===== src/rtl/jedro_1_dmem_arbiter_if.sv =====
// Bus bundle between the two data-memory masters, the arbiter and the byte-write RAM.
// Lock inputs exist only when JEDRO_1_DMEM_ARB_LOCK_EN is defined.
interface jedro_1_dmem_arbiter_if #(
  parameter int ADDR_WIDTH = 32,
  parameter int DATA_WIDTH = 32
);
  localparam int BE_W = DATA_WIDTH / 8;

  logic                  m0_req_i;
  logic [BE_W-1:0]       m0_we_i;
  logic [ADDR_WIDTH-1:0] m0_addr_i;
  logic [DATA_WIDTH-1:0] m0_wdata_i;
  logic                  m0_gnt_o;
  logic                  m0_rvalid_o;
  logic [DATA_WIDTH-1:0] m0_rdata_o;

  logic                  m1_req_i;
  logic [BE_W-1:0]       m1_we_i;
  logic [ADDR_WIDTH-1:0] m1_addr_i;
  logic [DATA_WIDTH-1:0] m1_wdata_i;
  logic                  m1_gnt_o;
  logic                  m1_rvalid_o;
  logic [DATA_WIDTH-1:0] m1_rdata_o;

  logic                  ram_en_o;
  logic [BE_W-1:0]       ram_we_o;
  logic [ADDR_WIDTH-1:0] ram_addr_o;
  logic [DATA_WIDTH-1:0] ram_wdata_o;
  logic [DATA_WIDTH-1:0] ram_rdata_i;

`ifdef JEDRO_1_DMEM_ARB_LOCK_EN
  logic                  m0_lock_i;
  logic                  m1_lock_i;

  modport slave (
    input  m0_req_i, m0_we_i, m0_addr_i, m0_wdata_i, m0_lock_i,
    output m0_gnt_o, m0_rvalid_o, m0_rdata_o,
    input  m1_req_i, m1_we_i, m1_addr_i, m1_wdata_i, m1_lock_i,
    output m1_gnt_o, m1_rvalid_o, m1_rdata_o,
    output ram_en_o, ram_we_o, ram_addr_o, ram_wdata_o,
    input  ram_rdata_i
  );

  modport master (
    output m0_req_i, m0_we_i, m0_addr_i, m0_wdata_i, m0_lock_i,
    input  m0_gnt_o, m0_rvalid_o, m0_rdata_o,
    output m1_req_i, m1_we_i, m1_addr_i, m1_wdata_i, m1_lock_i,
    input  m1_gnt_o, m1_rvalid_o, m1_rdata_o,
    input  ram_en_o, ram_we_o, ram_addr_o, ram_wdata_o,
    output ram_rdata_i
  );
`else
  modport slave (
    input  m0_req_i, m0_we_i, m0_addr_i, m0_wdata_i,
    output m0_gnt_o, m0_rvalid_o, m0_rdata_o,
    input  m1_req_i, m1_we_i, m1_addr_i, m1_wdata_i,
    output m1_gnt_o, m1_rvalid_o, m1_rdata_o,
    output ram_en_o, ram_we_o, ram_addr_o, ram_wdata_o,
    input  ram_rdata_i
  );

  modport master (
    output m0_req_i, m0_we_i, m0_addr_i, m0_wdata_i,
    input  m0_gnt_o, m0_rvalid_o, m0_rdata_o,
    output m1_req_i, m1_we_i, m1_addr_i, m1_wdata_i,
    input  m1_gnt_o, m1_rvalid_o, m1_rdata_o,
    input  ram_en_o, ram_we_o, ram_addr_o, ram_wdata_o,
    output ram_rdata_i
  );
`endif
endinterface


===== src/rtl/jedro_1_dmem_arbiter.sv =====
// Round-robin two-master arbiter for the jedro_1 byte-write data RAM with read-response routing.
// Define JEDRO_1_DMEM_ARB_LOCK_EN to add bounded locked ownership (MAX_LOCK consecutive grants).
module jedro_1_dmem_arbiter #(
  parameter int ADDR_WIDTH = 32,
  parameter int DATA_WIDTH = 32,
  parameter int MAX_LOCK   = 8
) (
  input  logic                    clk_i,
  input  logic                    rstn_i,
  jedro_1_dmem_arbiter_if.slave   bus
);
  localparam int BE_W = DATA_WIDTH / 8;

  typedef enum logic [1:0] {IDLE, OWN0, OWN1} state_e;

  state_e state_q, state_d;
  logic   last_q, last_d;
  logic   rsp_valid_q, rsp_valid_d;
  logic   rsp_id_q, rsp_id_d;
  logic   gnt0, gnt1;
  logic   rr0, rr1;

  logic [BE_W-1:0]       we_sel;
  logic [ADDR_WIDTH-1:0] addr_sel;
  logic [DATA_WIDTH-1:0] wdata_sel;

`ifdef JEDRO_1_DMEM_ARB_LOCK_EN
  localparam int CNT_W = $clog2(MAX_LOCK + 1);
  logic [CNT_W-1:0] lock_cnt_q, lock_cnt_d;
  logic             hold0, hold1, lock_full;
`else
  localparam int unused_max_lock = MAX_LOCK;
  logic unused_state;
  assign unused_state = (state_q != IDLE);
`endif

  // Grants are combinational and forced low while reset is asserted.
  always_comb begin
    gnt0 = 1'b0;
    gnt1 = 1'b0;
    rr0  = bus.m0_req_i && (!bus.m1_req_i || last_q);
    rr1  = bus.m1_req_i && (!bus.m0_req_i || !last_q);
`ifdef JEDRO_1_DMEM_ARB_LOCK_EN
    hold0     = (state_q == OWN0) && bus.m0_req_i && bus.m0_lock_i;
    hold1     = (state_q == OWN1) && bus.m1_req_i && bus.m1_lock_i;
    lock_full = (lock_cnt_q >= CNT_W'(MAX_LOCK));
    if (hold0) begin
      gnt1 = lock_full && bus.m1_req_i;
      gnt0 = !gnt1;
    end else if (hold1) begin
      gnt0 = lock_full && bus.m0_req_i;
      gnt1 = !gnt0;
    end else begin
      gnt0 = rr0;
      gnt1 = rr1;
    end
`else
    gnt0 = rr0;
    gnt1 = rr1;
`endif
    gnt0 = gnt0 && rstn_i;
    gnt1 = gnt1 && rstn_i;
  end

  always_comb begin
    state_d     = IDLE;
    last_d      = last_q;
    rsp_valid_d = 1'b0;
    rsp_id_d    = rsp_id_q;
`ifdef JEDRO_1_DMEM_ARB_LOCK_EN
    lock_cnt_d  = '0;
`endif
    if (gnt0) begin
      last_d      = 1'b0;
      rsp_valid_d = (bus.m0_we_i == '0);
      rsp_id_d    = rsp_valid_d ? 1'b0 : rsp_id_q;
`ifdef JEDRO_1_DMEM_ARB_LOCK_EN
      if (bus.m0_lock_i) begin
        state_d    = OWN0;
        lock_cnt_d = (state_q != OWN0) ? CNT_W'(1) :
                     lock_full ? lock_cnt_q : lock_cnt_q + CNT_W'(1);
      end
`else
      state_d     = OWN0;
`endif
    end else if (gnt1) begin
      last_d      = 1'b1;
      rsp_valid_d = (bus.m1_we_i == '0);
      rsp_id_d    = rsp_valid_d ? 1'b1 : rsp_id_q;
`ifdef JEDRO_1_DMEM_ARB_LOCK_EN
      if (bus.m1_lock_i) begin
        state_d    = OWN1;
        lock_cnt_d = (state_q != OWN1) ? CNT_W'(1) :
                     lock_full ? lock_cnt_q : lock_cnt_q + CNT_W'(1);
      end
`else
      state_d     = OWN1;
`endif
    end
  end

  always_ff @(posedge clk_i or negedge rstn_i) begin
    if (!rstn_i) begin
      state_q     <= IDLE;
      last_q      <= 1'b1;
      rsp_valid_q <= 1'b0;
      rsp_id_q    <= 1'b0;
`ifdef JEDRO_1_DMEM_ARB_LOCK_EN
      lock_cnt_q  <= '0;
`endif
    end else begin
      state_q     <= state_d;
      last_q      <= last_d;
      rsp_valid_q <= rsp_valid_d;
      rsp_id_q    <= rsp_id_d;
`ifdef JEDRO_1_DMEM_ARB_LOCK_EN
      lock_cnt_q  <= lock_cnt_d;
`endif
    end
  end

  // RAM side: granted master's fields, everything zero when idle.
  always_comb begin
    we_sel    = '0;
    addr_sel  = '0;
    wdata_sel = '0;
    if (gnt0) begin
      we_sel    = bus.m0_we_i;
      addr_sel  = bus.m0_addr_i;
      wdata_sel = bus.m0_wdata_i;
    end else if (gnt1) begin
      we_sel    = bus.m1_we_i;
      addr_sel  = bus.m1_addr_i;
      wdata_sel = bus.m1_wdata_i;
    end
  end

  assign bus.ram_en_o    = gnt0 || gnt1;
  assign bus.ram_we_o    = we_sel;
  assign bus.ram_addr_o  = addr_sel;
  assign bus.ram_wdata_o = wdata_sel;

  assign bus.m0_gnt_o    = gnt0;
  assign bus.m1_gnt_o    = gnt1;
  assign bus.m0_rvalid_o = rsp_valid_q && !rsp_id_q;
  assign bus.m1_rvalid_o = rsp_valid_q && rsp_id_q;
  assign bus.m0_rdata_o  = bus.m0_rvalid_o ? bus.ram_rdata_i : '0;
  assign bus.m1_rdata_o  = bus.m1_rvalid_o ? bus.ram_rdata_i : '0;
endmodule


===== src/flat_wrapper.sv =====
// flat-port wrapper written by rule: the top's interface ports become plain ports
module jedro_1_dmem_arbiter_flat 
#(
  parameter int ADDR_WIDTH = 32,
  parameter int DATA_WIDTH = 32,
  parameter int MAX_LOCK   = 8
)
  (clk_i, rstn_i, bus_m0_req_i, bus_m0_we_i, bus_m0_addr_i, bus_m0_wdata_i, bus_m0_gnt_o, bus_m0_rvalid_o, bus_m0_rdata_o, bus_m1_req_i, bus_m1_we_i, bus_m1_addr_i, bus_m1_wdata_i, bus_m1_gnt_o, bus_m1_rvalid_o, bus_m1_rdata_o, bus_ram_en_o, bus_ram_we_o, bus_ram_addr_o, bus_ram_wdata_o, bus_ram_rdata_i);
  jedro_1_dmem_arbiter_if #(.ADDR_WIDTH(ADDR_WIDTH), .DATA_WIDTH(DATA_WIDTH)) bus_i ();
  input  logic clk_i;
  input  logic rstn_i;
  input wire logic [$bits(bus_i.m0_req_i)-1:0] bus_m0_req_i;
  input wire logic [$bits(bus_i.m0_we_i)-1:0] bus_m0_we_i;
  input wire logic [$bits(bus_i.m0_addr_i)-1:0] bus_m0_addr_i;
  input wire logic [$bits(bus_i.m0_wdata_i)-1:0] bus_m0_wdata_i;
  output wire logic [$bits(bus_i.m0_gnt_o)-1:0] bus_m0_gnt_o;
  output wire logic [$bits(bus_i.m0_rvalid_o)-1:0] bus_m0_rvalid_o;
  output wire logic [$bits(bus_i.m0_rdata_o)-1:0] bus_m0_rdata_o;
  input wire logic [$bits(bus_i.m1_req_i)-1:0] bus_m1_req_i;
  input wire logic [$bits(bus_i.m1_we_i)-1:0] bus_m1_we_i;
  input wire logic [$bits(bus_i.m1_addr_i)-1:0] bus_m1_addr_i;
  input wire logic [$bits(bus_i.m1_wdata_i)-1:0] bus_m1_wdata_i;
  output wire logic [$bits(bus_i.m1_gnt_o)-1:0] bus_m1_gnt_o;
  output wire logic [$bits(bus_i.m1_rvalid_o)-1:0] bus_m1_rvalid_o;
  output wire logic [$bits(bus_i.m1_rdata_o)-1:0] bus_m1_rdata_o;
  output wire logic [$bits(bus_i.ram_en_o)-1:0] bus_ram_en_o;
  output wire logic [$bits(bus_i.ram_we_o)-1:0] bus_ram_we_o;
  output wire logic [$bits(bus_i.ram_addr_o)-1:0] bus_ram_addr_o;
  output wire logic [$bits(bus_i.ram_wdata_o)-1:0] bus_ram_wdata_o;
  input wire logic [$bits(bus_i.ram_rdata_i)-1:0] bus_ram_rdata_i;
  assign bus_i.m0_req_i = bus_m0_req_i;
  assign bus_i.m0_we_i = bus_m0_we_i;
  assign bus_i.m0_addr_i = bus_m0_addr_i;
  assign bus_i.m0_wdata_i = bus_m0_wdata_i;
  assign bus_m0_gnt_o = bus_i.m0_gnt_o;
  assign bus_m0_rvalid_o = bus_i.m0_rvalid_o;
  assign bus_m0_rdata_o = bus_i.m0_rdata_o;
  assign bus_i.m1_req_i = bus_m1_req_i;
  assign bus_i.m1_we_i = bus_m1_we_i;
  assign bus_i.m1_addr_i = bus_m1_addr_i;
  assign bus_i.m1_wdata_i = bus_m1_wdata_i;
  assign bus_m1_gnt_o = bus_i.m1_gnt_o;
  assign bus_m1_rvalid_o = bus_i.m1_rvalid_o;
  assign bus_m1_rdata_o = bus_i.m1_rdata_o;
  assign bus_ram_en_o = bus_i.ram_en_o;
  assign bus_ram_we_o = bus_i.ram_we_o;
  assign bus_ram_addr_o = bus_i.ram_addr_o;
  assign bus_ram_wdata_o = bus_i.ram_wdata_o;
  assign bus_i.ram_rdata_i = bus_ram_rdata_i;
  jedro_1_dmem_arbiter #(.ADDR_WIDTH(ADDR_WIDTH), .DATA_WIDTH(DATA_WIDTH), .MAX_LOCK(MAX_LOCK)) u_core (.clk_i(clk_i), .rstn_i(rstn_i), .bus(bus_i));
endmodule

===== config.mk =====
export PLATFORM = sky130hd
export DESIGN_NAME = jedro_1_dmem_arbiter_flat
export DESIGN_NICKNAME = d
export VERILOG_FILES = /design/src/rtl/jedro_1_dmem_arbiter_if.sv /design/src/rtl/jedro_1_dmem_arbiter.sv /design/src/flat_wrapper.sv
export SDC_FILE = /design/constraint.sdc
export NUM_CORES = 1
export LEC_CHECK = 0
export CORE_AREA = 3 3 118 120
export DETAILED_ROUTE_END_ITERATION = 7
export DIE_AREA = 0 0 121 123
export PLACE_DENSITY = 0.58
export SKIP_LAST_GASP = 1
export SYNTH_ARGS = -nofsm -noshare
export SYNTH_HDL_FRONTEND = slang
export SYNTH_SLANG_ARGS = --single-unit

===== constraint.sdc =====
create_clock -name clk_i -period 1.98 [get_ports clk_i]
set_clock_uncertainty 0.1 [all_clocks]
set_input_delay 0.396 -clock clk_i [delete_from_list [all_inputs] [get_ports clk_i]]
set_output_delay 0.396 -clock clk_i [all_outputs]
set_load 0.02 [all_outputs]

Run 1, met1 routing:
Scale: 4 px per um. Supply wires on this layer in grey.
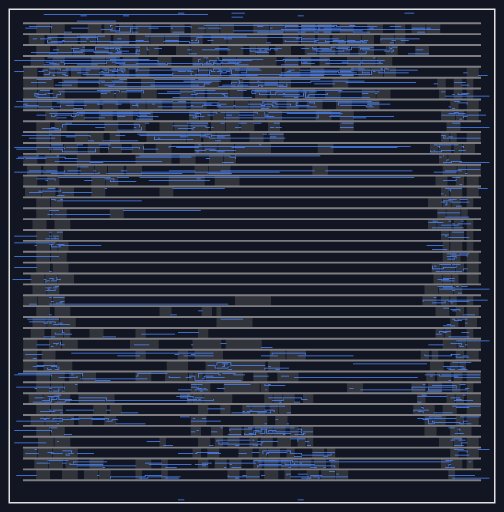
main direction: horizontal
share of all routed wire: 35%
longest straight run: 68.5 um

Run 1, signal wires on met2:
Scale: 4 px per um.
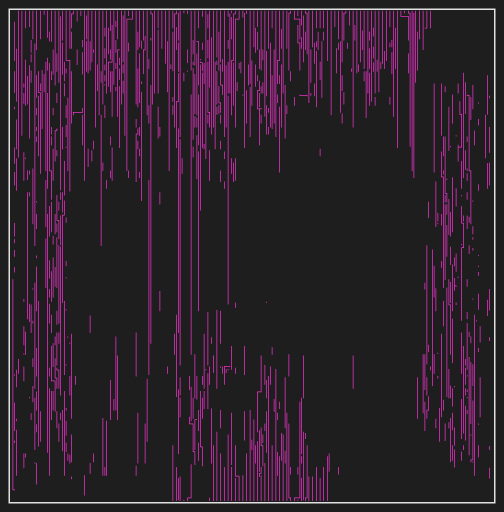
share of all routed wire: 51%
longest straight run: 64.9 um
main direction: vertical

Run 1, met3 routing:
Scale: 4 px per um.
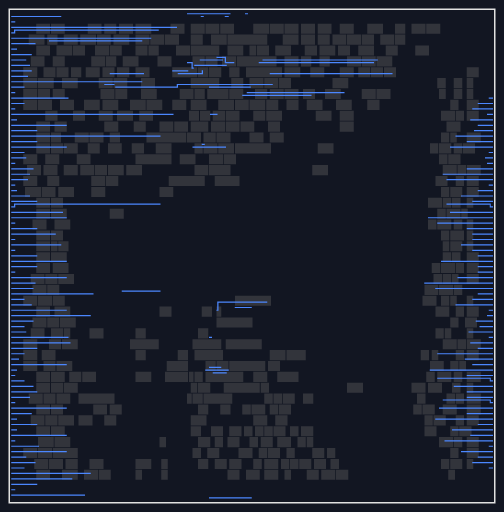
main direction: horizontal
wire length on this layer: 1,570 um
nets with wire on the layer: 181
longest straight run: 41.2 um
share of all routed wire: 12%

Run 1, routing congestion:
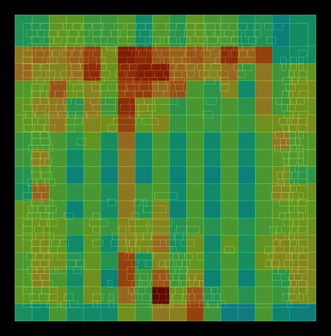
M1 GR Usage: 16.59%
Final Util: 38.44%
drt wl/cell: 19.10 um
GR Util met2: 26.26%
Total GRT Usage: 14.47%

==> run 1: where the power goes <==
part	switching, W	internal (W)	total (W)
combinational	0.000519	0.000732	0.00125
sequential	0.0000139	0.0000746	0.0000885
clock	0.0000535	0.000266	0.000319
==> run 1: layer usage <==
metal,global-route usage (%),vias up,share of wire (%)
met1,16.59,1299,35
met2,26.26,208,51
met4,3.187,2,1.4
met5,0,-,0.054
li1,-,1348,-
met3,4.620,12,12
==> run 1: kinds of logic (layout without fill, tap and decap cells) <==
family | Yosys count | count (layout) | share of synthesized area (%)
simple gates | 72 | 72 | 34.56
flops | 3 | 3 | 5.889
compound gates | 74 | 74 | 49.32
other cells | 0 | 1 | 0
buf+inv | 25 | 354 | 10.23
==> run summary, run 1 <==
Launching point of the worst reg2reg path = u_core.last_q
I/O Pins = 309
CP Depth = 6
Registers = 3
CP max-delay cell = dfstp_2
GRT overflow = 0
Via count = 2,869
Critical path class = register to primary output
Max-slew headroom = 74.27%
Reg2Reg Depth = 5
Max IR drop VDD = 141.4 uV
Ys Warns = 0
# hold bufs at CTS = 0
Critical-path maximum fanout = 8
Top Registers = u_core.last_q (1), u_core.rsp_id_q (1), u_core.rsp_valid_q (1)
Synthesized area per cell = 7.450 um2
Multi-input logic area = 1142 um2
LEAKAGE = 2.519 nW
Max incr delay on CP = 560 ps
Initial antenna violation count = 1
CTS Buf Count = 3
Hold Path Class = input port to asynchronous set/reset pin
Power Dens Cells = 329.6 nW/um2
Cells after DPL = 652
Reg clk slew, reported paths = 30 ps
Max_cap viols = 0
Dominant flop cell = dfrtp_1
Setup Fix Bufs, Post-CTS = 10
Post-Place Cell Area = 4629 um2
Status = finished, violations left
Worst setup slack after placement = -893.9 ps
Dominant logic cell type in the layout = clkdlybuf4s50_1
Tool warnings = 28
Final Power = 0.001658 W
Most common cell in the netlist = a22o_1
Filler Cells Inserted = 1,326
Max Root-Sink Buffers = 2
Area-dominant class = buffers
Cell accounting for the most synthesized area = a22o_1
Number of global-route vias before repair = 2,870
Clock-cell share = 1.567%
Ys flops = 3
Fin Hold WS = 166.2 ps
Nets at Floorplan = 346
Die W = 121 um
H-Tree Depth = 1
Detail Placement HPWL = 9558 um
Starting Density = 9.906%
DRT antenna net count = 0
Slew @ Worst Pin = 382.4 ps
FFs w/ async S/R, synth = 100.0%
Commonest cells post-synth = 68 x a22o_1, 33 x and2_1, 33 x and3_1
Post-synthesis cell area = 1296 um2
CP endpoint kind = primary output
Layout cells sized above 1 = 28.83%
Tap cells = 176
Setup TNS = -13,160 ps
Critical path arrival = 1760 ps
CTS root buf = clkbuf_16
DR pass1 iterations = 4
# clock sinks = 3
Reg2reg setup slack = 540 ps
Period utilization = 113.7%
Achievable Freq = 444.1 MHz
# DRC = 0
WP data required = 1480 ps
Resized cells post-CTS = 387
Fin. Hold Viols = 0
Seq share, synth = 5.888%
Yosys cell count = 174
Cell Count, Final, Fillers Out = 680
Final WL = 12,990 um
Signal buf overhead = 69.70%
CTS tree = done
EDFF count, synth = 0
Startpoint types = register
Worst Path Buf+Inv = 3
Biggest area cells = a22o_1 46%, and2_1 16%, and3_1 16%
Worst setup path endpoint = bus_ram_addr_o[17]
Inverters = 1
Ant. Diodes = 1
Post-synth area from yosys stat = 1296 um2
Flop share of the area = 1.517%
Die H = 123 um
Top cell area share = 45.95%
# port buffers = 308
Area of the core = 13,090 um2
Clk Latency, worst-skew pair = 220 ps
Distinct cells, synth = 19
Fin area = 5030 um2
First-pass GRT wire length = 16,550 um
Largest net degree at the start of global routing = 35
Signal buffers = 349
Comb gates = 146
Pins Over Slew Limit = 0
# clk buffers = 4
Via density = 4.219
Chip area = 14,880 um2
Crit path max-delay family = flip-flops
Logic share of the area = 22.71%
Final Wtd Congestion = 0.7413
CP Launch Point = u_core.last_q
Failing checks = negative setup slack
CP cell instances = nand2_2 -> and3_4 -> buf_12 -> clkbuf_16 -> a22o_1 -> buf_6
Final worst slack = -271.9 ps
Most frequent cells in the layout = 168 x clkdlybuf4s50_1, 65 x a22o_1, 59 x buf_6, 47 x dlygate4sd2_1, 33 x and2_1
Final nets = 676
DRT iter0 DRCs = 110
Site Rows = 42
Area grow syn2layout = 288.0%
Setup Viol. Count Final = 70
Reg2reg end = u_core.rsp_valid_q
Tmin final = 2252 ps
Syn Inst Count = 174
FF/Latch Area = 76.32 um2
RSZ-0062 raised after global routing = yes
Run 1, clock network drawn from the DEF:
Scale: 2 px per um.
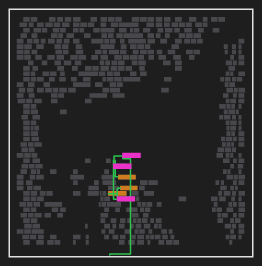

==> run 1 -> run 2 <==
--- a/config.mk
+++ b/config.mk
@@ -5,10 +5,11 @@
 export SDC_FILE = /design/constraint.sdc
 export NUM_CORES = 1
 export LEC_CHECK = 0
-export CORE_AREA = 3 3 118 120
+export CORE_AREA = 3 3 120 122
 export DETAILED_ROUTE_END_ITERATION = 7
-export DIE_AREA = 0 0 121 123
-export PLACE_DENSITY = 0.58
+export DIE_AREA = 0 0 123 125
+export DONT_BUFFER_PORTS = 1
+export GPL_ROUTABILITY_DRIVEN = 0
 export SKIP_LAST_GASP = 1
 export SYNTH_ARGS = -nofsm -noshare
 export SYNTH_HDL_FRONTEND = slang
Run 2, clock network drawn from the DEF:
Scale: 2 px per um.
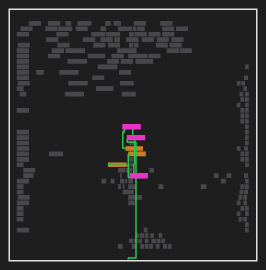
legend:
  clock drivers:
    colour: magenta
    count: 3
  clock wires:
    colour: green
    length: 153 um
  flip-flops:
    colour: orange
    count: 3
routed clock nets: 4

Run 2, met1 routing:
Scale: 4 px per um. Supply wires on this layer in grey.
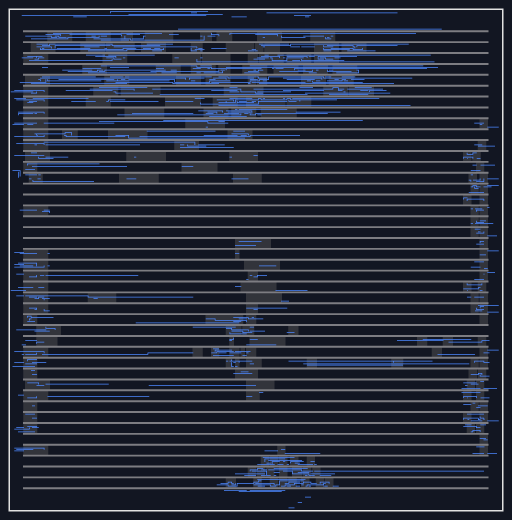
main direction: horizontal
longest straight run: 65.8 um

==> run summary, run 2 <==
Via density = 4.864 (+15%)
Post-synthesis simple-gate area fraction = 34.56% (unchanged)
Area grow syn2layout = 101.9%
H-Tree Depth = 1 (unchanged)
Slew @ Worst Pin = 262.5 ps (-119.9 ps)
WL met2 = 5755 um (-13%)
# clock sinks = 3 (unchanged)
Biggest area cells = a22o_1 46%, and2_1 16%, and3_1 16%
Clk Latency, worst-skew pair = 220 ps (about the same)
DRT iter0 DRCs = 70 (-36%)
Hold Path Class = input port to register
Final Power = 0.001214 W (-27%)
Final Util = 19.69% (-19 points)
Flop share of the area = 2.916% (+1.4 points)
Top Registers = u_core.last_q (1), u_core.rsp_id_q (1), u_core.rsp_valid_q (1)
Clk power = 0.000322 W (about the same)
# DRC = 0 (unchanged)
Tmin final = 2102 ps (-149.6 ps)
Site Rows = 42 (unchanged)
Starting Density = 9.750% (-0.16 points)
# clk buffers = 4 (unchanged)
Logic share of the area = 61.23% (+39 points)
Comb power frac = 66.4% (-9.0 points)
Multi-input logic area = 1603 um2 (+40%)
Failing checks = negative setup slack
M1 GR Usage = 12.73% (-3.9 points)
Status = finished, violations left
Top cell area share = 45.95% (unchanged)
Drt wl/cell = 28.71 um (+50%)
Yosys cell count = 174 (unchanged)
First-pass GRT wire length = 13,070 um (-21%)
Initial antenna violation count = 0 (-1)
DRT met1 WL = 3688 um (-20%)
Final worst slack = -122.4 ps (+149.6 ps)
Area-dominant class = logic gates
Signal buffers = 38 (-89%)
Adder Share, Synth = 0% (unchanged)
Cell accounting for the most synthesized area = a22o_1
Number of global-route vias before repair = 1,827 (-36%)
Power Dens Cells = 464.0 nW/um2 (+41%)
Cells after DPL = 346 (-47%)
Post-synthesis cell area = 1296 um2 (unchanged)
Internal = 0.0007153 W (-33%)
Resized cells post-CTS = 102 (-74%)
Top Layer Used = met4
Dominant flop cell = dfrtp_1
Comb. pwr = 0.000807 W (-35%)
Setup Fix Bufs, Post-CTS = 5 (-5)
Critical path class = register to primary output
FF/Latch Area = 76.32 um2 (unchanged)
Total GRT Usage = 11.70% (-2.8 points)
Reg clk slew, reported paths = 30 ps (about the same)
Setup Viol. Count Final = 69 (-1.4%)
Syn Inst Count = 174 (unchanged)
I/O Pins = 309 (unchanged)
EDFF count, synth = 0 (unchanged)
# hold bufs at CTS = 1 (+1)
Sequential share of power = 7.0% (+1.7 points)
Ao+oa area frac = 49.32% (unchanged)
Ant. Diodes = 0 (-1)
DRT antenna net count = 0 (unchanged)
GR Util met2 = 22.32% (-3.9 points)
Clock-cell share = 3.011% (+1.4 points)
Seq group = 0.0000855 W (-3.4%)
Inverters = 1 (unchanged)
Met3 usage = 2.936% (-1.7 points)
Worst setup slack after placement = 41.74 ps (+935.6 ps)
Fin Hold WS = 139.1 ps (-27.12 ps)
GRT overflow = 0 (unchanged)
Critical path arrival = 1610 ps (-150 ps)
Met3 routed WL = 1008 um (-36%)
Nets at Floorplan = 346 (unchanged)
Run 2, met3 routing:
Scale: 4 px per um.
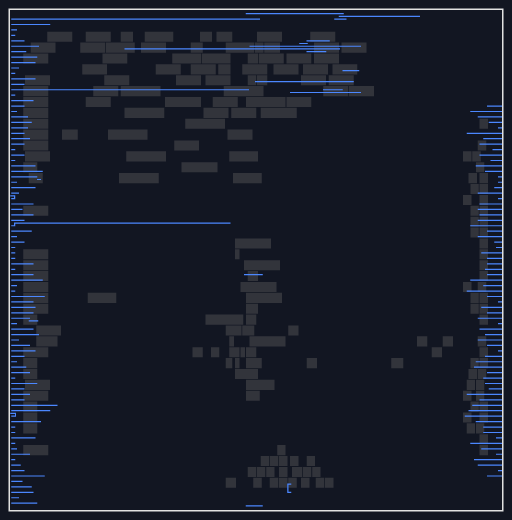
longest straight run: 61.9 um
main direction: horizontal

[run 2: path summary, 6_finish.rpt]
kind / start / end / slack, ps / cells past startpoint
worst max-delay path: u_core.last_q / bus_ram_addr_o[28] / -120 / 7
worst max register to register: u_core.last_q / u_core.rsp_id_q / 680 / 5
max in group asynchronous: rstn_i / u_core.last_q / 1220 / 1
min in group asynchronous: rstn_i / u_core.rsp_id_q / 340 / 1
worst min register to register: u_core.last_q / u_core.last_q / 570 / 3
worst min-delay path: rstn_i / u_core.last_q / 140 / 1
[run 2: worst max-delay path, stage by stage (launching register included)]
cell and delay (ps):
dfstp_2 540, inv_2 50, a21oi_4 120, buf_6 150
buf_12 130, buf_16 110, a22o_1 150, buf_6 130
Power figures rest on the tool's default switching activity, not on a simulated workload.
